Figure 1. The clock network (run 1).
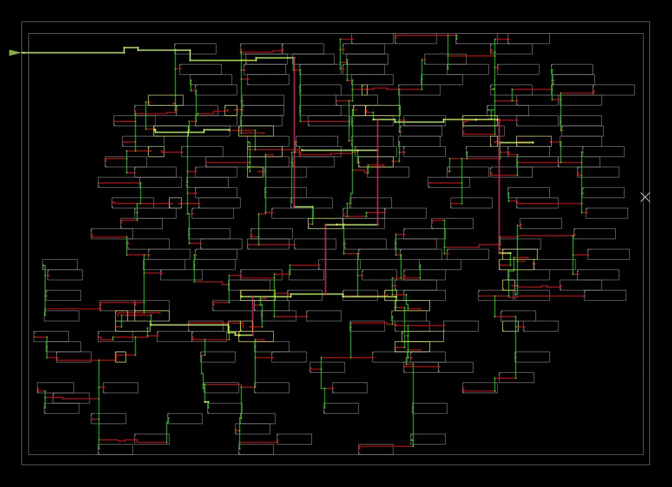
Figure 2. Logic cells by family (run 1).
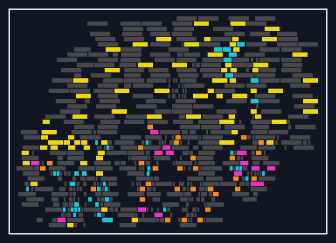
Figure 3. Cell classes on the final placement (run 1).
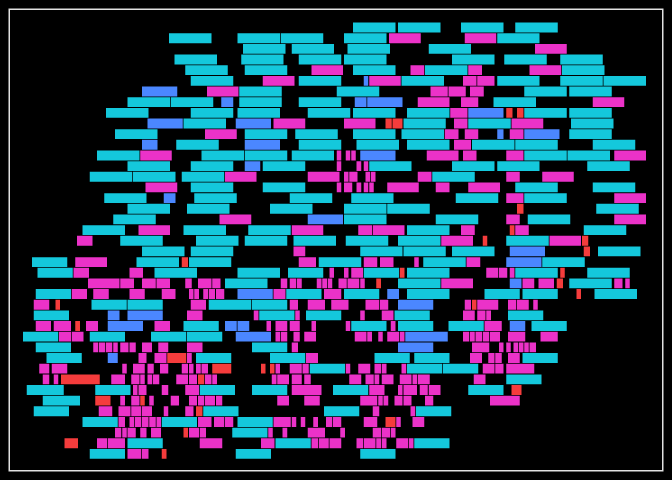
$ cat config.mk
export PLATFORM = sky130hd
export DESIGN_NAME = receiver
export DESIGN_NICKNAME = d
export VERILOG_FILES = /design/src/rtl/receiver.sv
export SDC_FILE = /design/constraint.sdc
export NUM_CORES = 1
export LEC_CHECK = 0
export CAP_MARGIN = 5
export CORE_ASPECT_RATIO = 0.7
export CORE_MARGIN = 1.5
export CORE_UTILIZATION = 45
export DETAILED_ROUTE_END_ITERATION = 8
export DONT_BUFFER_PORTS = 1
export GPL_TIMING_DRIVEN = 0
export MAX_ROUTING_LAYER = met4
export PLACE_DENSITY_LB_ADDON = 0.25
export SYNTH_ARGS = -nofsm -noshare
export SYNTH_HDL_FRONTEND = slang
export SYNTH_SLANG_ARGS = --single-unit
$ cat constraint.sdc
create_clock -name clk_i -period 3.3 [get_ports clk_i]
set_input_delay 0.495 -clock clk_i [delete_from_list [all_inputs] [get_ports clk_i]]
set_output_delay 0.495 -clock clk_i [all_outputs]
set_load 0.05 [all_outputs]
$ cat src/rtl/receiver.sv
// UART receive stage: 2-flop RX synchroniser, 16x oversampling frame FSM
// with start/stop validation, 10 ms line-low (config request) detection,
// and a first-word-fall-through FIFO for the received 5..8 bit words.
`timescale 1ns/1ps
module receiver #(
    parameter int SYSTEM_CLOCK_FREQ = 100_000_000,
    parameter int RX_FIFO_DEPTH     = 16
) (
    input  logic       clk_i,
    input  logic       rst_n_i,
    input  logic       rx_i,
    input  logic       ov_baud_rt_i,
    input  logic [1:0] data_width_i,
    input  logic [1:0] stop_bits_number_i,
    input  logic       rx_fifo_read_i,
    output logic [7:0] rx_data_o,
    output logic       rx_done_o,
    output logic       frame_error_o,
    output logic       overrun_error_o,
    output logic       config_req_slv_o,
    output logic       rx_fifo_empty_o,
    output logic       rx_fifo_full_o
);

    localparam int COUNT_10MS = SYSTEM_CLOCK_FREQ / 100;
    localparam int LOW_W      = $clog2(COUNT_10MS + 1);
    localparam int AW         = $clog2(RX_FIFO_DEPTH);

    localparam logic [LOW_W-1:0] LOW_MAX = LOW_W'(COUNT_10MS);
    localparam logic [AW:0]      DEPTH_C = (AW+1)'(RX_FIFO_DEPTH);

    typedef enum logic [2:0] {
        S_IDLE,
        S_START,
        S_DATA,
        S_STOP,
        S_BREAK
    } state_t;

    // Low-time counter increment that sticks at the break threshold.
    function automatic logic [LOW_W-1:0] low_sat_inc(input logic [LOW_W-1:0] v);
        return (v == LOW_MAX) ? v : v + 1'b1;
    endfunction

    // Right-align the LSB-first shift register for the configured width.
    function automatic logic [7:0] align_word(input logic [7:0] sr, input logic [1:0] wc);
        return sr >> (3'd3 - {1'b0, wc});
    endfunction

    logic             rx_meta, rxs;
    state_t           state, state_nx;
    logic [3:0]       tick_cnt, tick_nx;
    logic [2:0]       bit_cnt, bit_nx;
    logic [7:0]       shreg, shreg_nx;
    logic [1:0]       width_q, width_nx;
    logic             two_stop_q, two_stop_nx;
    logic             stop2_q, stop2_nx;
    logic [LOW_W-1:0] low_cnt;
    logic             brk_hit;

    logic             push_vld_p1, push_vld_nx;
    logic [7:0]       push_word_p1, push_word_nx;
    logic             ferr_p1, ferr_nx;

    logic [7:0]       mem [RX_FIFO_DEPTH];
    logic [AW-1:0]    wr_ptr, rd_ptr;
    logic [AW:0]      count;
    logic             wr_en, rd_en;

    // Bring the asynchronous line into the clock domain; idle level is 1.
    always_ff @(posedge clk_i or negedge rst_n_i) begin
        if (!rst_n_i) begin
            rx_meta <= 1'b1;
            rxs     <= 1'b1;
        end else begin
            rx_meta <= rx_i;
            rxs     <= rx_meta;
        end
    end

    // Count consecutive low cycles; saturating holds the count while in BREAK.
    always_ff @(posedge clk_i or negedge rst_n_i) begin
        if (!rst_n_i) begin
            low_cnt <= '0;
        end else if (rxs) begin
            low_cnt <= '0;
        end else begin
            low_cnt <= low_sat_inc(low_cnt);
        end
    end

    assign brk_hit          = (state != S_BREAK) && (low_cnt == LOW_MAX);
    assign config_req_slv_o = brk_hit;

    // Frame FSM: next state, counters, shift register and push/error requests.
    always_comb begin
        state_nx     = state;
        tick_nx      = tick_cnt;
        bit_nx       = bit_cnt;
        shreg_nx     = shreg;
        width_nx     = width_q;
        two_stop_nx  = two_stop_q;
        stop2_nx     = stop2_q;
        push_vld_nx  = 1'b0;
        push_word_nx = push_word_p1;
        ferr_nx      = 1'b0;
        case (state)
            S_IDLE: begin
                if (!rxs) begin
                    tick_nx     = '0;
                    width_nx    = data_width_i;
                    two_stop_nx = (stop_bits_number_i == 2'b01);
                    state_nx    = S_START;
                end
            end
            S_START: begin
                if (ov_baud_rt_i) begin
                    if (tick_cnt == 4'd7) begin
                        if (!rxs) begin
                            tick_nx  = '0;
                            bit_nx   = '0;
                            state_nx = S_DATA;
                        end else begin
                            state_nx = S_IDLE;
                        end
                    end else begin
                        tick_nx = tick_cnt + 4'd1;
                    end
                end
            end
            S_DATA: begin
                if (ov_baud_rt_i) begin
                    tick_nx = tick_cnt + 4'd1;
                    if (tick_cnt == 4'd15) begin
                        shreg_nx = {rxs, shreg[7:1]};
                        bit_nx   = bit_cnt + 3'd1;
                        // Last data bit index is width-1 = 4 + width code.
                        if (bit_cnt == {1'b1, width_q}) begin
                            stop2_nx = 1'b0;
                            state_nx = S_STOP;
                        end
                    end
                end
            end
            S_STOP: begin
                if (ov_baud_rt_i) begin
                    tick_nx = tick_cnt + 4'd1;
                    if (tick_cnt == 4'd15) begin
                        if (!rxs) begin
                            ferr_nx  = 1'b1;
                            state_nx = S_IDLE;
                        end else if (two_stop_q && !stop2_q) begin
                            stop2_nx = 1'b1;
                        end else begin
                            push_vld_nx  = 1'b1;
                            push_word_nx = align_word(shreg, width_q);
                            state_nx     = S_IDLE;
                        end
                    end
                end
            end
            S_BREAK: begin
                if (rxs) begin
                    state_nx = S_IDLE;
                end
            end
            default: state_nx = S_IDLE;
        endcase
        // A long low line overrides any frame in progress.
        if (brk_hit) begin
            state_nx    = S_BREAK;
            push_vld_nx = 1'b0;
            ferr_nx     = 1'b0;
        end
    end

    // Frame FSM state and control registers.
    always_ff @(posedge clk_i or negedge rst_n_i) begin
        if (!rst_n_i) begin
            state       <= S_IDLE;
            tick_cnt    <= '0;
            bit_cnt     <= '0;
            shreg       <= '0;
            width_q     <= '0;
            two_stop_q  <= 1'b0;
            stop2_q     <= 1'b0;
            push_vld_p1 <= 1'b0;
            ferr_p1     <= 1'b0;
        end else begin
            state       <= state_nx;
            tick_cnt    <= tick_nx;
            bit_cnt     <= bit_nx;
            shreg       <= shreg_nx;
            width_q     <= width_nx;
            two_stop_q  <= two_stop_nx;
            stop2_q     <= stop2_nx;
            push_vld_p1 <= push_vld_nx;
            ferr_p1     <= ferr_nx;
        end
    end

    // Aligned word travelling with push_vld_p1 into the FIFO.
    always_ff @(posedge clk_i) begin
        push_word_p1 <= push_word_nx;
    end

    // ---- push stage: FIFO write and result pulses ----
    assign rx_fifo_empty_o = (count == '0);
    assign rx_fifo_full_o  = (count == DEPTH_C);
    assign wr_en           = push_vld_p1 && !rx_fifo_full_o;
    assign rd_en           = rx_fifo_read_i && !rx_fifo_empty_o;
    assign rx_done_o       = push_vld_p1 && !rx_fifo_full_o;
    assign overrun_error_o = push_vld_p1 && rx_fifo_full_o;
    assign frame_error_o   = ferr_p1;
    assign rx_data_o       = rx_fifo_empty_o ? 8'h00 : mem[rd_ptr];

    // FIFO storage; contents are only visible when the count says so.
    always_ff @(posedge clk_i) begin
        if (wr_en) begin
            mem[wr_ptr] <= push_word_p1;
        end
    end

    // FIFO pointers and occupancy; pointers wrap naturally at the depth.
    always_ff @(posedge clk_i or negedge rst_n_i) begin
        if (!rst_n_i) begin
            wr_ptr <= '0;
            rd_ptr <= '0;
            count  <= '0;
        end else begin
            if (wr_en) begin
                wr_ptr <= wr_ptr + 1'b1;
            end
            if (rd_en) begin
                rd_ptr <= rd_ptr + 1'b1;
            end
            case ({wr_en, rd_en})
                2'b10:   count <= count + 1'b1;
                2'b01:   count <= count - 1'b1;
                default: count <= count;
            endcase
        end
    end

endmodule
==> Slide: Implementation Results, run 1 <==
Run Summary

CTS
  • Hold Buf Count CTS: 2
  • Clock sink total: 195
  • Reg clk slew, reported paths: 0.07 ns
  • Post-CTS setup buffers: 0
  • # resized after CTS: 14
  • Total CTS buffers: 17
  • CTS tree: yes
  • Root Driver: clkbuf_16

Pwr
  • Clk pwr share: 30.4%
  • PnR Total Power: 6630 uW
  • Internal Power: 4490 uW
  • Cell leakage power: 0.00364 uW
  • Combinational power: 1780 uW
  • Logic pwr share: 26.8%
  • Sequential logic power: 2840 uW
  • P_sw: 2140 uW
  • Sequential Power Share: 42.8%
  • Net Sw Frac: 32.2%
  • Pwr top: sequential cells
  • Power Density: 703 nW/um2

STA
  • RSZ-0062 raised after global routing: no
  • Final Hold Viols: 0
  • Slew Limit Fails: 0
  • Fmax: 320 MHz
  • TNS Setup: 0 ns
  • Fin worst setup slack: 0.171 ns
  • Slew @ Worst Pin: 0.924 ns
  • Post-layout period usage: 94.8%
  • Final setup fails: 0

Global routing
  • Global Route met3 Usage: 4.56%
  • Vias in the first global route: 4695
  • Met2 usage: 26.7%
  • Met1 GRT Util: 27.0%
  • Largest net degree at the start of global routing: 60
  • Initial antenna violation count: 0
  • Global route overflow: 0
  • GR Util All Layers: 18.6%
  • GR peak layer: met1

Layout
  • Seq/total area: 59.0%
  • Non-clock buffer share: 2.14%
  • Layout cell share with drive strength beyond 1: 20.5%
  • Layout area overhead: 12.1%
  • FF/Latch Area: 5560 um2
  • Clock-cell share: 6.11%
  • Comb gates: 300
  • Biggest register: mem
  • Seq cells: 195
  • Regs by FF count: mem: 128 flops, low_cnt: 20 flops
  • Max reg flops: 128
  • Top cell category: registers
  • Buffers excl. clock: 32

Floorplanning
  • Die Wd: 166 um
  • Well Taps: 236
  • Fp util: 46.3%
  • Die area: 19500 um2
  • Die height: 117 um
  • Top Ports: 23

Worst setup path
  • Top Family by Delay on Critical Path: buffers and inverters
  • Worst reg2reg path startpoint: count[0]
  • Crit-path slowest cell: clkbuf_1
  • Reg-to-reg slack, setup: 0.19 ns
  • Worst path arrival time: 2.63 ns
  • CP peak stage delay: 0.46 ns
  • Worst EP required: 2.80 ns
  • CP Class: reg -> out
  • Reg-to-Reg End: count[4]
  • CP endpoint kind: output pin
  • FF-to-FF path depth: 13
  • Worst-path maximum fanout: 10
  • CP Buf/Inv Count: 2

Synthesis
  • Dominant cell type by area after synthesis: edfxtp_1
  • YS warnings: 0
  • Adder share: 2.17%
  • EDFF count, synth: 136
  • Ys async rst share: 30.3%
  • Synthesized Nets: 564
  • Yosys aoi share: 3.68%
  • Simple share: 8.54%
  • Avg Inst Size Synth: 15.5 um2
  • Syn Std Cell Area: 8410 um2
  • Synth area leaders: edfxtp_1 (49%), dfrtp_1 (17%), mux4_2 (9.1%)
  • Top-area cell share: 48.6%
  • Part of the Yosys area used for sequential elements: 66.2%
  • Synthesized instance count: 541
  • Most frequent cell after synthesis: edfxtp_1
  • Synth Register Bits: 195
  • Yosys cell count: 541
  • Top non-seq family: multiplexers

Worst hold path
  • Worst Hold Depth: 0
  • Hold path start: rx_i
  • HP Class: in -> reg

Detailed routing
  • DR vias/cell: 5.63
  • Antenna Nets Post-Route: 0
  • Iter 0 DRT Violations: 307
  • Metal-1 WL: 8210 um
  • Top layer used by detailed routing: met4
  • DR DRC count: 2
  • DRT Pass-1 Iters: 7
  • Met3 wire length: 906 um
  • Total Wirelength: 16600 um
  • Met2 Wirelength: 7340 um

Status
  • Status: finished with violations
  • Failing checks: design-rule violations

Flow run
  • Log Warnings: 30

Placed design
  • GP Congestion: 0.849
  • IO Port Bufs: 0
  • DP Area: 8710 um2
  • Placed Instances: 778
-- Figure 1 (at the start) --
P_clk: 2010 uW
Clock buffer cells: 18
Setup Skew: 0.00841 ns
clk ins delay skew pair: 0.43 ns

-- Figure 2 (at the start) --
[mux cells] yellow | cells: 72
[xor and xnor cells] orange | cells: 30
[aoi and oai cells] cyan | cells: 40
[fa/ha/maj cells] magenta | cells: 14
fin cells: 813
most frequent logic cell in the layout: edfxtp_1
fraction of area in multi-input gates: 28.9%

-- Figure 3 (at the start) --
[remaining logic cells] magenta | cells: 318
[clock drivers and dummy loads] blue | cells: 32
[registers] cyan | cells: 195
[remaining buffers and delay cells] red | cells: 32
Core Util, Final: 51.9%
core area: 18200 um2

==> inputs of run 2 (changes only) <==
- HOLD_SLACK_MARGIN: default -> 0.12
- clock period: 3.3 -> 3.7 ns (I/O delays scaled with it)
==> Slide: Implementation Results, run 2 <==
Run Summary

Detailed routing
  • DRT Pass-1 Iters: 7 (unchanged)
  • Iter 0 DRT Violations: 320 (+4.2%)
  • WL/cell: 20.3 um
  • Metal-1 WL: 8210 um (unchanged)
  • Total Wirelength: 16500 um (-0.33%)
  • Met2 Wirelength: 7340 um (about the same)
  • Met3 wire length: 863 um (-4.7%)
  • DR DRC count: 2 (unchanged)
  • DR vias/cell: 5.62 (-0.17%)

Global routing
  • GR Util All Layers: 18.6% (-0.031 points)
  • Global route overflow: 0 (unchanged)
  • Largest net degree at the start of global routing: 60 (unchanged)
  • Met1 GRT Util: 26.9% (-0.046 points)
  • GR peak layer: met1
  • Initial antenna violation count: 0 (unchanged)
  • Global Route met3 Usage: 4.56% (unchanged)
  • Vias in the first global route: 4696 (+0.021%)

Synthesis
  • Yosys cell count: 541 (unchanged)
  • Ys async rst share: 30.3% (unchanged)
  • Simple share: 8.54% (unchanged)
  • Dominant cell type by area after synthesis: edfxtp_1
  • Syn Std Cell Area: 8410 um2 (unchanged)
  • Adder share: 2.17% (unchanged)
  • Synthesized Nets: 564 (unchanged)
  • Avg Inst Size Synth: 15.5 um2 (unchanged)
  • Top non-seq family: multiplexers
  • Synth Register Bits: 195 (unchanged)
  • Top-area cell share: 48.6% (unchanged)
  • Yosys aoi share: 3.68% (unchanged)
  • Part of the Yosys area used for sequential elements: 66.2% (unchanged)
  • Synth area leaders: edfxtp_1 (49%), dfrtp_1 (17%), mux4_2 (9.1%)
  • YS warnings: 0 (unchanged)
  • Most frequent cell after synthesis: edfxtp_1
  • Synthesized instance count: 541 (unchanged)

Layout
  • Top cell category: registers
  • Biggest register: mem
  • Non-clock buffer share: 2.07% (-0.064 points)
  • Clock-cell share: 6.11% (about the same)
  • Layout area overhead: 12.0% (about the same)
  • Fin cells: 813 (unchanged)
  • Buffers excl. clock: 32 (unchanged)
  • Seq/total area: 59.1% (about the same)
  • Seq cells: 195 (unchanged)
  • Max reg flops: 128 (unchanged)
  • Clock buffer cells: 18 (unchanged)
  • Fraction of area in multi-input gates: 28.9% (about the same)
  • Regs by FF count: mem: 128 flops, low_cnt: 20 flops
  • Layout cell share with drive strength beyond 1: 19.6% (-0.87 points)
  • Inverters excl. clock: 18
  • Comb gates: 300 (unchanged)

Worst setup path
  • CP Class: reg -> reg
  • Worst-path maximum fanout: 10 (unchanged)
  • Worst reg2reg path startpoint: count[1]
  • Crit-path slowest cell: dfrtp_1
  • CP Buf/Inv Count: 3 (+1)
  • Worst path arrival time: 3.74 ns (+1.11 ns)
  • Reg-to-reg slack, setup: 0.28 ns (+0.09 ns)
  • FF-to-FF path depth: 13 (unchanged)
  • CP peak stage delay: 0.45 ns (about the same)
  • Top Family by Delay on Critical Path: simple AND/OR/NAND/NOR gates
  • CP endpoint kind: flop
  • Reg-to-Reg End: count[4]

Floorplanning
  • Fp util: 46.3% (unchanged)
  • Core area: 18200 um2 (unchanged)
  • Die height: 117 um (unchanged)
  • Die Wd: 166 um (unchanged)
  • Well Taps: 236 (unchanged)
  • Top Ports: 23 (unchanged)

Pwr
  • Peak VDD IR: 362 uV
  • PnR Total Power: 5900 uW (-11%)
  • Power Density: 627 nW/um2 (-11%)
  • Net Sw Frac: 32.3% (+0.061 points)
  • Logic pwr share: 26.7% (about the same)
  • Combinational power: 1570 uW (-12%)
  • Sequential logic power: 2530 uW (-11%)
  • Internal Power: 4000 uW (-11%)
  • P_sw: 1910 uW (-11%)
  • Sequential Power Share: 42.9% (about the same)

STA
  • Hold Slack: 0.274 ns
  • Max_slew headroom: 36.9%
  • Slew Limit Fails: 0 (unchanged)
  • Final setup fails: 0 (unchanged)
  • RSZ-0062 raised after global routing: no
  • TNS Setup: 0 ns (unchanged)
  • Slew @ Worst Pin: 0.942 ns (+0.0187 ns)
  • Fin worst setup slack: 0.279 ns (+0.108 ns)
  • Fmax: 292 MHz
  • Final Hold Viols: 0 (unchanged)
  • Post-layout period usage: 92.5%

Placed design
  • Post-Place Setup Slack: -0.114 ns
  • DP Area: 8710 um2 (unchanged)
  • Placed Instances: 778 (unchanged)
  • IO Port Bufs: 0 (unchanged)
  • GP Congestion: 0.849 (unchanged)

Status
  • Failing checks: design-rule violations
  • Status: finished with violations

CTS
  • Clk ins delay skew pair: 0.43 ns (about the same)
  • Reg clk slew, reported paths: 0.07 ns (about the same)
  • CTS tree: yes
  • Post-CTS setup buffers: 0 (unchanged)
  • Root Driver: clkbuf_16
  • Clock sink total: 195 (unchanged)
  • Hold Buf Count CTS: 3 (+1)

Worst hold path
  • Worst Hold Depth: 1 (+1)
  • Hold path start: data_width_i[1]
  • HP Class: in -> reg
Figure 4. Sequential cells coloured by netlist name (run 2).
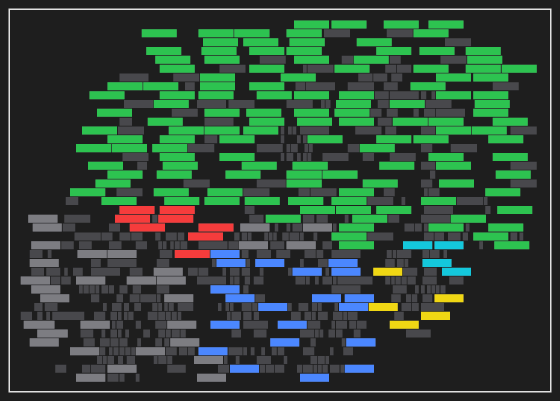
[count] yellow | placed flops: 5 | where: lower right
[push_word_p1] red | placed flops: 8
[low_cnt] blue | placed flops: 20 | where: bottom centre
[rd_ptr] cyan | placed flops: 4
[mem] green | placed flops: 128
FF/Latch Area: 5560 um2
Core Util, Final: 51.9%

Figure 5. Clock wires, drivers and flops (run 2).
Scale bar: 50 um.
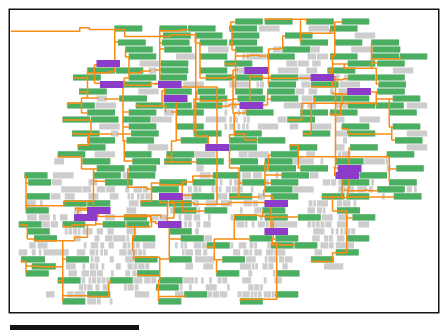
[flip-flops] green | count: 195
[clock wires] orange | length: 2110 um
[clock-net drivers] purple | count: 17
routed clock nets: 18
Setup Skew: 0.0115 ns
P_clk: 1800 uW

Power and IR drop assume default switching activity.
